===== src/rtl/adder_result_accumulator_if.sv =====
// rtl/adder_result_accumulator_if.sv - result/block handshake bundle for adder_result_accumulator
interface adder_result_accumulator_if #(
  parameter int ACC_W   = 8,
  parameter int COUNT_N = 4
);
  localparam int CNT_W = $clog2(COUNT_N + 1);

  logic             In_valid;
  logic             In_ready;
  logic [3:0]       Sum;
  logic             Cout;
  logic             Out_valid;
  logic             Out_ready;
  logic [ACC_W-1:0] Acc;
  logic             Ovf;
  logic [CNT_W-1:0] Count;

  modport master (
    output In_valid, Sum, Cout, Out_ready,
    input  In_ready, Out_valid, Acc, Ovf, Count
  );

  modport slave (
    input  In_valid, Sum, Cout, Out_ready,
    output In_ready, Out_valid, Acc, Ovf, Count
  );
endinterface


===== src/rtl/adder_result_accumulator.sv =====
// rtl/adder_result_accumulator.sv - sums COUNT_N adder results per block, reports total and overflow
// ADD_ACC_SAT_EN: saturate Acc at 2^ACC_W-1 on carry instead of wrapping.
module adder_result_accumulator #(
  parameter int ACC_W   = 8,
  parameter int COUNT_N = 4
) (
  input  logic                      clk,
  input  logic                      rst,
  input  logic                      Clear,
  adder_result_accumulator_if.slave bus
);
  localparam int                CNT_W    = $clog2(COUNT_N + 1);
  localparam logic [CNT_W-1:0] LAST_CNT = CNT_W'(COUNT_N);

  typedef enum logic [1:0] {IDLE, ACCUM, DONE} state_t;

  state_t           state, state_nxt;
  logic [ACC_W-1:0] acc_q, acc_nxt, acc_add;
  logic             ovf_q, ovf_nxt;
  logic [CNT_W-1:0] cnt_q, cnt_nxt;
  logic             vld_q;
  logic [ACC_W:0]   sample, sum_w;
  logic             accept;

  assign sample = {{(ACC_W-4){1'b0}}, bus.Cout, bus.Sum};
  // Acc is zero in IDLE, so one adder serves both the first load and later accumulates.
  assign sum_w  = {1'b0, acc_q} + sample;

`ifdef ADD_ACC_SAT_EN
  assign acc_add = sum_w[ACC_W] ? {ACC_W{1'b1}} : sum_w[ACC_W-1:0];
`else
  assign acc_add = sum_w[ACC_W-1:0];
`endif

  assign bus.In_ready = (state != DONE);
  assign accept       = bus.In_valid && (state != DONE);

  always_comb begin
    state_nxt = state;
    acc_nxt   = acc_q;
    ovf_nxt   = ovf_q;
    cnt_nxt   = cnt_q;
    unique case (state)
      IDLE, ACCUM: begin
        if (accept) begin
          acc_nxt   = acc_add;
          ovf_nxt   = ovf_q | sum_w[ACC_W];
          cnt_nxt   = cnt_q + CNT_W'(1);
          state_nxt = (cnt_nxt == LAST_CNT) ? DONE : ACCUM;
        end
      end
      DONE: begin
        if (bus.Out_ready) begin
          state_nxt = IDLE;
          acc_nxt   = '0;
          ovf_nxt   = 1'b0;
          cnt_nxt   = '0;
        end
      end
      default: state_nxt = IDLE;
    endcase
    // Abort wins over any same-cycle accept or output handshake.
    if (Clear) begin
      state_nxt = IDLE;
      acc_nxt   = '0;
      ovf_nxt   = 1'b0;
      cnt_nxt   = '0;
    end
  end

  always_ff @(posedge clk) begin
    if (rst) begin
      state <= IDLE;
      acc_q <= '0;
      ovf_q <= 1'b0;
      cnt_q <= '0;
      vld_q <= 1'b0;
    end else begin
      state <= state_nxt;
      acc_q <= acc_nxt;
      ovf_q <= ovf_nxt;
      cnt_q <= cnt_nxt;
      vld_q <= (state_nxt == DONE);
    end
  end

  assign bus.Out_valid = vld_q;
  assign bus.Acc       = acc_q;
  assign bus.Ovf       = ovf_q;
  assign bus.Count     = cnt_q;
endmodule


===== src/flat_wrapper.sv =====
// flat-port wrapper written by rule: the top's interface ports become plain ports
module adder_result_accumulator_flat 
#(
  parameter int ACC_W   = 8,
  parameter int COUNT_N = 4
)
  (clk, rst, Clear, bus_In_valid, bus_Sum, bus_Cout, bus_Out_ready, bus_In_ready, bus_Out_valid, bus_Acc, bus_Ovf, bus_Count);
  adder_result_accumulator_if #(.ACC_W(ACC_W), .COUNT_N(COUNT_N)) bus_i ();
  input  logic clk;
  input  logic rst;
  input  logic Clear;
  input wire logic [$bits(bus_i.In_valid)-1:0] bus_In_valid;
  input wire logic [$bits(bus_i.Sum)-1:0] bus_Sum;
  input wire logic [$bits(bus_i.Cout)-1:0] bus_Cout;
  input wire logic [$bits(bus_i.Out_ready)-1:0] bus_Out_ready;
  output wire logic [$bits(bus_i.In_ready)-1:0] bus_In_ready;
  output wire logic [$bits(bus_i.Out_valid)-1:0] bus_Out_valid;
  output wire logic [$bits(bus_i.Acc)-1:0] bus_Acc;
  output wire logic [$bits(bus_i.Ovf)-1:0] bus_Ovf;
  output wire logic [$bits(bus_i.Count)-1:0] bus_Count;
  assign bus_i.In_valid = bus_In_valid;
  assign bus_i.Sum = bus_Sum;
  assign bus_i.Cout = bus_Cout;
  assign bus_i.Out_ready = bus_Out_ready;
  assign bus_In_ready = bus_i.In_ready;
  assign bus_Out_valid = bus_i.Out_valid;
  assign bus_Acc = bus_i.Acc;
  assign bus_Ovf = bus_i.Ovf;
  assign bus_Count = bus_i.Count;
  adder_result_accumulator #(.ACC_W(ACC_W), .COUNT_N(COUNT_N)) u_core (.clk(clk), .rst(rst), .Clear(Clear), .bus(bus_i));
endmodule

===== config.mk =====
export PLATFORM = sky130hd
export DESIGN_NAME = adder_result_accumulator_flat
export DESIGN_NICKNAME = d
export VERILOG_FILES = /design/src/rtl/adder_result_accumulator_if.sv /design/src/rtl/adder_result_accumulator.sv /design/src/flat_wrapper.sv
export SDC_FILE = /design/constraint.sdc
export NUM_CORES = 1
export LEC_CHECK = 0
export ABC_AREA = 0
export CAP_MARGIN = 20
export CORE_ASPECT_RATIO = 0.9
export CORE_MARGIN = 5
export CORE_UTILIZATION = 45
export CTS_CLUSTER_SIZE = 40
export DETAILED_ROUTE_END_ITERATION = 7
export MAX_ROUTING_LAYER = met4
export PLACE_DENSITY = 0.88
export SLEW_MARGIN = 20
export SYNTH_ARGS = -nofsm -noshare
export SYNTH_HDL_FRONTEND = slang
export SYNTH_SLANG_ARGS = --single-unit

===== constraint.sdc =====
create_clock -name clk -period 2.3 [get_ports clk]
set_clock_uncertainty 0.05 [all_clocks]
set_input_delay 0.46 -clock clk [delete_from_list [all_inputs] [get_ports clk]]
set_output_delay 0.46 -clock clk [all_outputs]
set_load 0.01 [all_outputs]

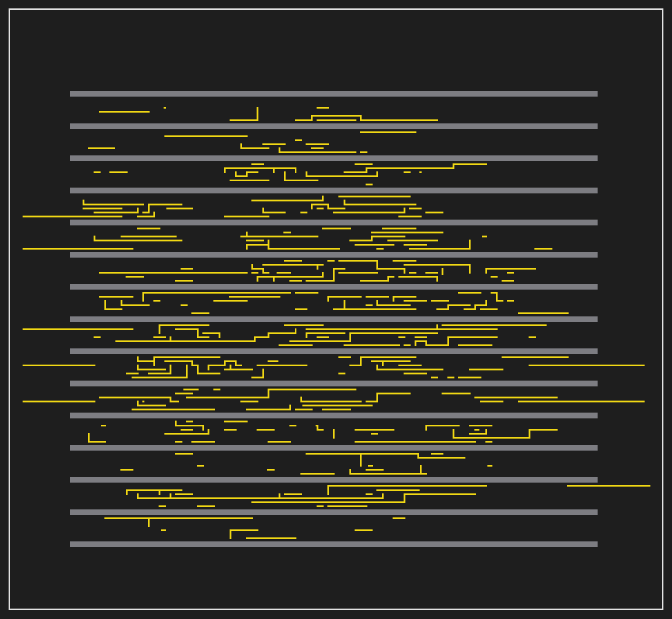
Figure 1: run 1, met1 routing.
Supply wires on this layer in gray.
- main direction: horizontal
- nets with wire on the layer: 127
met1 usage: 17.49%
WL final: 1.849 mm
vias: 759

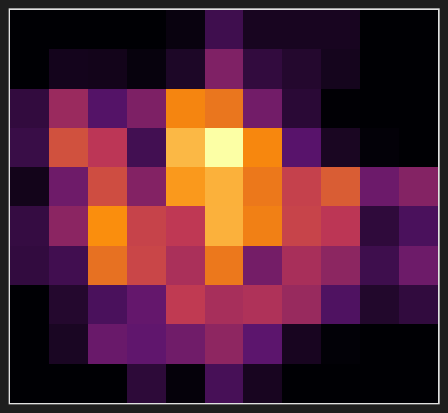
Figure 2: run 1, routed metal per tile.
11 x 10 tiles, from black (low) to pale yellow (high), scaled to the fullest tile. Values are wire area over tile area, all layers added.
- emptiest ninth of the die: north-east
- densest ninth of the die: center
- tiles over half the peak: 20%
- fullest tile: 0.40
- nearly empty tiles: 25%
post-DR wirelength/cell: 13.11 µm
GRT Total Usage: 15.07%

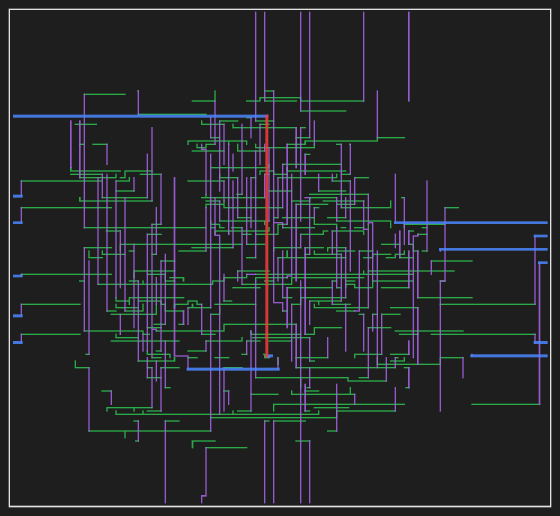
Figure 3: run 1, routed metal, one color a layer.
- M2: purple (wire length 913 µm)
- M1: green (wire length 837 µm)
- M4: red (wire length 24.5 µm)
- M3: blue (wire length 75.4 µm)

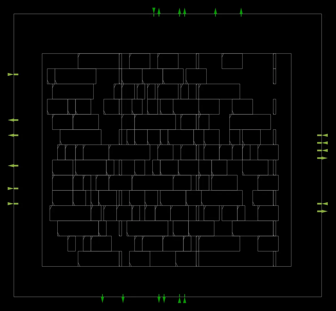
Figure 4: run 1, cell outlines without signal wires.
Fillers: 155
row cnt: 14
Core ar.: 1699 µm²

==> results.yml, run 1 <==
# physical design summary
status:
  status: "complete, no violations"
cells_and_area:
  final_nets: 136
  mostFrequentLayoutCells: "23 x clkdlybuf4s50_1, 15 x dfxtp_1, 14 x nor2_1, 8 x a21oi_1, 7 x ha_1"
  lay_top_count: "clkdlybuf4s50_1"
  drive_above_1_share_pct: 7.692
logic_synthesis:
  synth-edff-count: 0
  synth-simple-area-share_pct: 23.67
  yosysWarnings: 0
  ff_type: "dfxtp_1"
  ys.flops: 15
  ys_cells: 91
  ys_area_um2: 824.5
sta:
  period_used_pct: 88.91
  maxSlewHeadroom_pct: 82.54
  hold_viol_final: 0
  hold-worst-slack_ns: 0.4204
  timing.final.ws_setup_ns: 0.2551
  fin_tns_setup_ns: 0
  fmaxAchievable_mhz: 489.0
placement:
  gp_congestion: 0.8448
  dp_cells: 137
  port_buffers: 23
setup_path:
  crit_family: "adder cells"
  crit_path_start_kind: "input port"
  worstPathArrival_ns: 2.21
  slowest_delay_ns: 0.41
  worstSetupPathType: "input port to register"
  cp_max_fo: 3
  crit_required_ns: 2.47
detailed_routing:
  ant_nets: 0
  via_per_inst: 5.383
global_route:
  grt_overflow_total: 0
  grt_pass1_wl_mm: 3.036
power:
  p_per_area_nw_per_um2: 462.9
clocking:
  cts_max_level: 1
  cts_tree: "built"
  clk_latency_ns: 0.28
  cts_setup_buffers: 0
run:
  openroad.warnings: 26
  maxCapViolations: 0
hold_path:
  hold_class: "register to register"
floorplan:
  boundaryPins: 24
[run 1: sequential cells by signal (all words and copies together), names as in the netlist]
name / count
u_core.bus.Acc: 8
u_core.bus.Count: 3
u_core.state: 2
u_core.bus.Out_valid: 1
u_core.bus.Ovf: 1
[run 1: power breakdown]
group          internal (W)  switching (W)  leakage, nW
clock network     0.0000673      0.0000841       0.0150
registers          0.000265     0.00000551        0.122
logic             0.0000474      0.0000418        0.333
[run 1: cell usage after synthesis (2+ instances only)]
master | number | area, µm²
dfxtp_1 | 15 | 300.3
nor2_1 | 14 | 52.55
a21oi_1 | 8 | 40.04
ha_1 | 7 | 87.58
nand2_1 | 6 | 22.52
a21o_1 | 4 | 30.03
a22oi_1 | 3 | 22.52
mux2i_1 | 3 | 30.03
nand2b_1 | 3 | 18.77
nand3_1 | 3 | 15.01
nand4_1 | 3 | 18.77
or3_1 | 3 | 18.77
a211o_1 | 2 | 17.52
buf_2 | 2 | 10.01
[run 1: cell families (layout without fill, tap and decap cells)]
kind of cell,count (synthesis),in the layout
xor+xnor,1,1
fa+ha+maj,8,8
mux,3,3
buf+inv,4,30
flops,15,15
compound gates,22,22
simple gates,38,38
[run 1: worst min-delay path, delay by kind of cell (launching register included)]
| kind | cells | cell delay, ns |
|---|---|---|
| AND-OR/OR-AND | 1 | 0.06 |
| flip-flops | 1 | 0.32 |
| AND/OR/NAND/NOR | 1 | 0.05 |
[run 1: layer usage]
metal	track usage (%)	part of all wire [%]
met1	17.49	45
met2	24.21	49
met3	3.846	4.1
met4	6.073	1.3
met5	-	0
[run 1: cell type report]
type                    count  area, µm²  share of cell area [%]
multi-input cells          72      499.2                   45.19
repair buffers             25      245.2                   22.20
clock buffers               4      26.28                   2.378
inverters                   1      3.754                  0.3398
flip-flops and latches     15      300.3                   27.18
well taps                  24      30.03                   2.718
[run 1: through the flow]
stage	util (%)	cell area [µm²]	power (W)
5_1_grt	65.02	1105	0.0005375
2_1_floorplan	-	824.5	0.0003271
4_1_cts	65.02	1105	0.0005151
6_report	65.02	1105	0.0005114
3_5_place_dp	63.48	1079	0.0003662
3_3_place_gp	63.48	1079	0.0003628
[run 1: worst paths after layout]
| path | from | to | slack, ns | depth (start not counted) |
|---|---|---|---|---|
| max | bus_Sum[0] | u_core.bus.Acc[6] | 0.26 | 7 |
| min | u_core.bus.Ovf | u_core.bus.Ovf | 0.42 | 2 |
| max reg2reg | u_core.bus.Acc[0] | u_core.bus.Acc[6] | 0.48 | 6 |
| min reg2reg | u_core.bus.Ovf | u_core.bus.Ovf | 0.42 | 2 |
Figure 5. Placement by cell class (run 1).
The bar under the picture is 20 µm long. Fill, decap, tap and diode cells in gray.
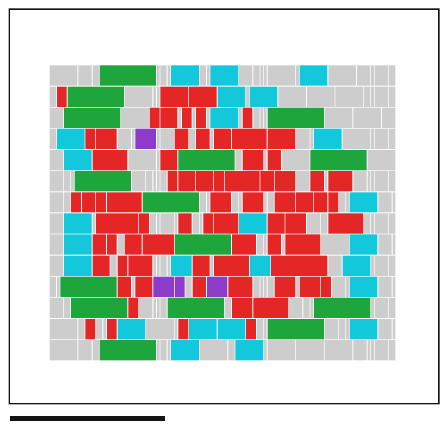

==> run 2, diff against run 1 <==
--- a/config.mk
+++ b/config.mk
@@ -14,6 +14,7 @@
 export DETAILED_ROUTE_END_ITERATION = 7
 export MAX_ROUTING_LAYER = met4
 export PLACE_DENSITY = 0.88
+export REMOVE_ABC_BUFFERS = 1
 export SLEW_MARGIN = 20
 export SYNTH_ARGS = -nofsm -noshare
 export SYNTH_HDL_FRONTEND = slang
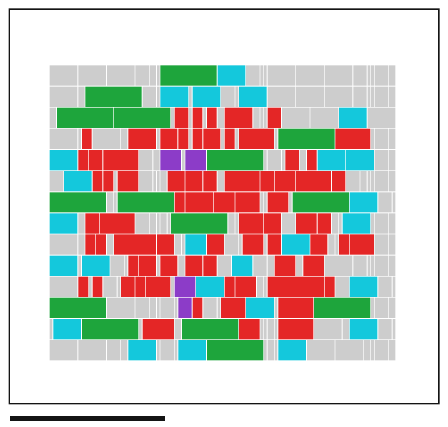
Figure 6: run 2, placement by cell class.
The bar under the picture is 20 µm long. Fill, decap, tap and diode cells in gray.
- remaining buffers and delay cells: cyan (cells 25)
- remaining logic cells: red (cells 73)
- registers: green (cells 15)
- clock drivers and dummy loads: purple (cells 4)
post-layout util: 65.10%
final instance area: 1106 µm²

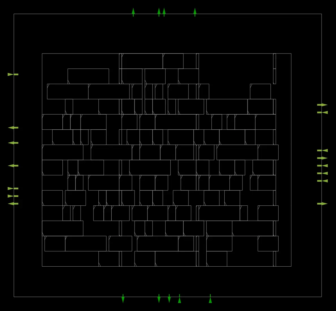
Figure 7: run 2, cell outlines without signal wires.
flip-flops: 15
fraction of area in registers: 27.15%
Finished Layout Cells: 141
Tap Cells: 24
Fillers: 150

==> results.yml, run 2 <==
# physical design summary
detailed_routing:
  ant_nets: 0
  via_per_inst: 5.376
global_route:
  grt_overflow_total: 0
  grt_pass1_wl_mm: 3.236
  grt_util_all_layers_pct: 15.88
cells_and_area:
  ff_latch_area_um2: 300.3
  largest_reg_flops: 8
  mostFrequentLayoutCells: "23 x clkdlybuf4s50_1, 15 x dfxtp_1, 14 x nor2_1, 8 x a21oi_1, 7 x ha_1"
  final_nets: 136
  lay_top_count: "clkdlybuf4s50_1"
  logic_area_um2: 499.2
setup_path:
  worstPathArrival_ns: 2.21
  crit_path_start_kind: "input port"
  crit_family: "adder cells"
  crit_required_ns: 2.47
  slowest_delay_ns: 0.41
  worstSetupPathType: "input port to register"
sta:
  hold_viol_final: 0
  period_used_pct: 88.87
  timing.final.ws_setup_ns: 0.2559
  fmaxAchievable_mhz: 489.2
logic_synthesis:
  ys.flops: 15
  synth-simple-area-share_pct: 23.67
  synthTopCellsByCount: "15 x dfxtp_1, 14 x nor2_1, 8 x a21oi_1"
  ys_area_um2: 824.5
  topCellsByArea: "dfxtp_1 36%, ha_1 11%, nor2_1 6.4%"
clocking:
  cts_tree: "built"
  clk_latency_ns: 0.29
  cts_max_level: 1
  cts_setup_buffers: 0
placement:
  gp_congestion: 0.8326
  dp_cells: 137
floorplan:
  coreArea_um2: 1699
  boundaryPins: 24
run:
  openroad.warnings: 25
status:
  status: "complete, no violations"
hold_path:
  hold_class: "register to register"
[run 2: final timing paths]
path	start	endpoint	slack, ns	cells after the start
worst min-delay path	u_core.bus.Ovf	u_core.bus.Ovf	0.40	2
worst min register to register	u_core.bus.Ovf	u_core.bus.Ovf	0.40	2
worst max register to register	u_core.bus.Acc[0]	u_core.bus.Acc[6]	0.49	6
worst max-delay path	bus_Sum[0]	u_core.bus.Acc[6]	0.26	7
[run 2: stage by stage]
| step | setup TNS [ns] | hold WS, ns | total power (W) |
|---|---|---|---|
| after global placement | 0 | 0.3869 | 0.0003630 |
| after floorplan | 0 | 0.4067 | 0.0003256 |
| final | 0 | 0.4035 | 0.0005154 |
| after CTS | 0 | 0.4095 | 0.0005176 |
| after detailed placement | -0.03098 | 0.3998 | 0.0003667 |
| after global routing | 0 | 0.4384 | 0.0005419 |
[run 2: final cells by class]
class | instances | area share, %
multi-input cells | 72 | 45.14
well taps | 24 | 2.715
repair buffers | 25 | 22.17
flip-flops and latches | 15 | 27.15
inverters | 1 | 0.3394
clock buffers | 3 | 2.036
clock inverters | 1 | 0.4525
[run 2: metal layers]
metal / vias to the layer above / global-route usage, % / wire length (µm)
met2: 21 / 25.79 / 892
met5: - / - / 0
met4: 0 / 4.858 / 23
met3: 4 / 4.734 / 98
li1: 380 / - / -
met1: 353 / 18.47 / 888
[run 2: power by group]
group | leakage, nW | switching (W) | internal, W
Sequential | 0.122 | 0.00000533 | 0.000265
Combinational | 0.333 | 0.0000432 | 0.0000477
Clock | 0.0177 | 0.0000891 | 0.0000646
Total | 0.473 | 0.000138 | 0.000378
[run 2: cells by family (layout without fill, tap and decap cells)]
| kind of cell | Yosys count | after routing |
|---|---|---|
| adders and majority gates | 8 | 8 |
| DFF | 15 | 15 |
| muxes | 3 | 3 |
| xor gates and xnor gates | 1 | 1 |
| AOI/OAI and AO/OA | 22 | 22 |
| and+or+nand+nor | 38 | 38 |
| buffers and inverters | 4 | 30 |
[run 2: worst register-to-register path, cell delays in order (launching register included)]
cell and delay [ns]:
dfxtp_1 0.34, ha_1 0.22, fa_1 0.41, a211o_1 0.29
a21o_1 0.17, nand3_1 0.09, mux2i_1 0.17
Power is estimated from default activity; no workload was simulated.
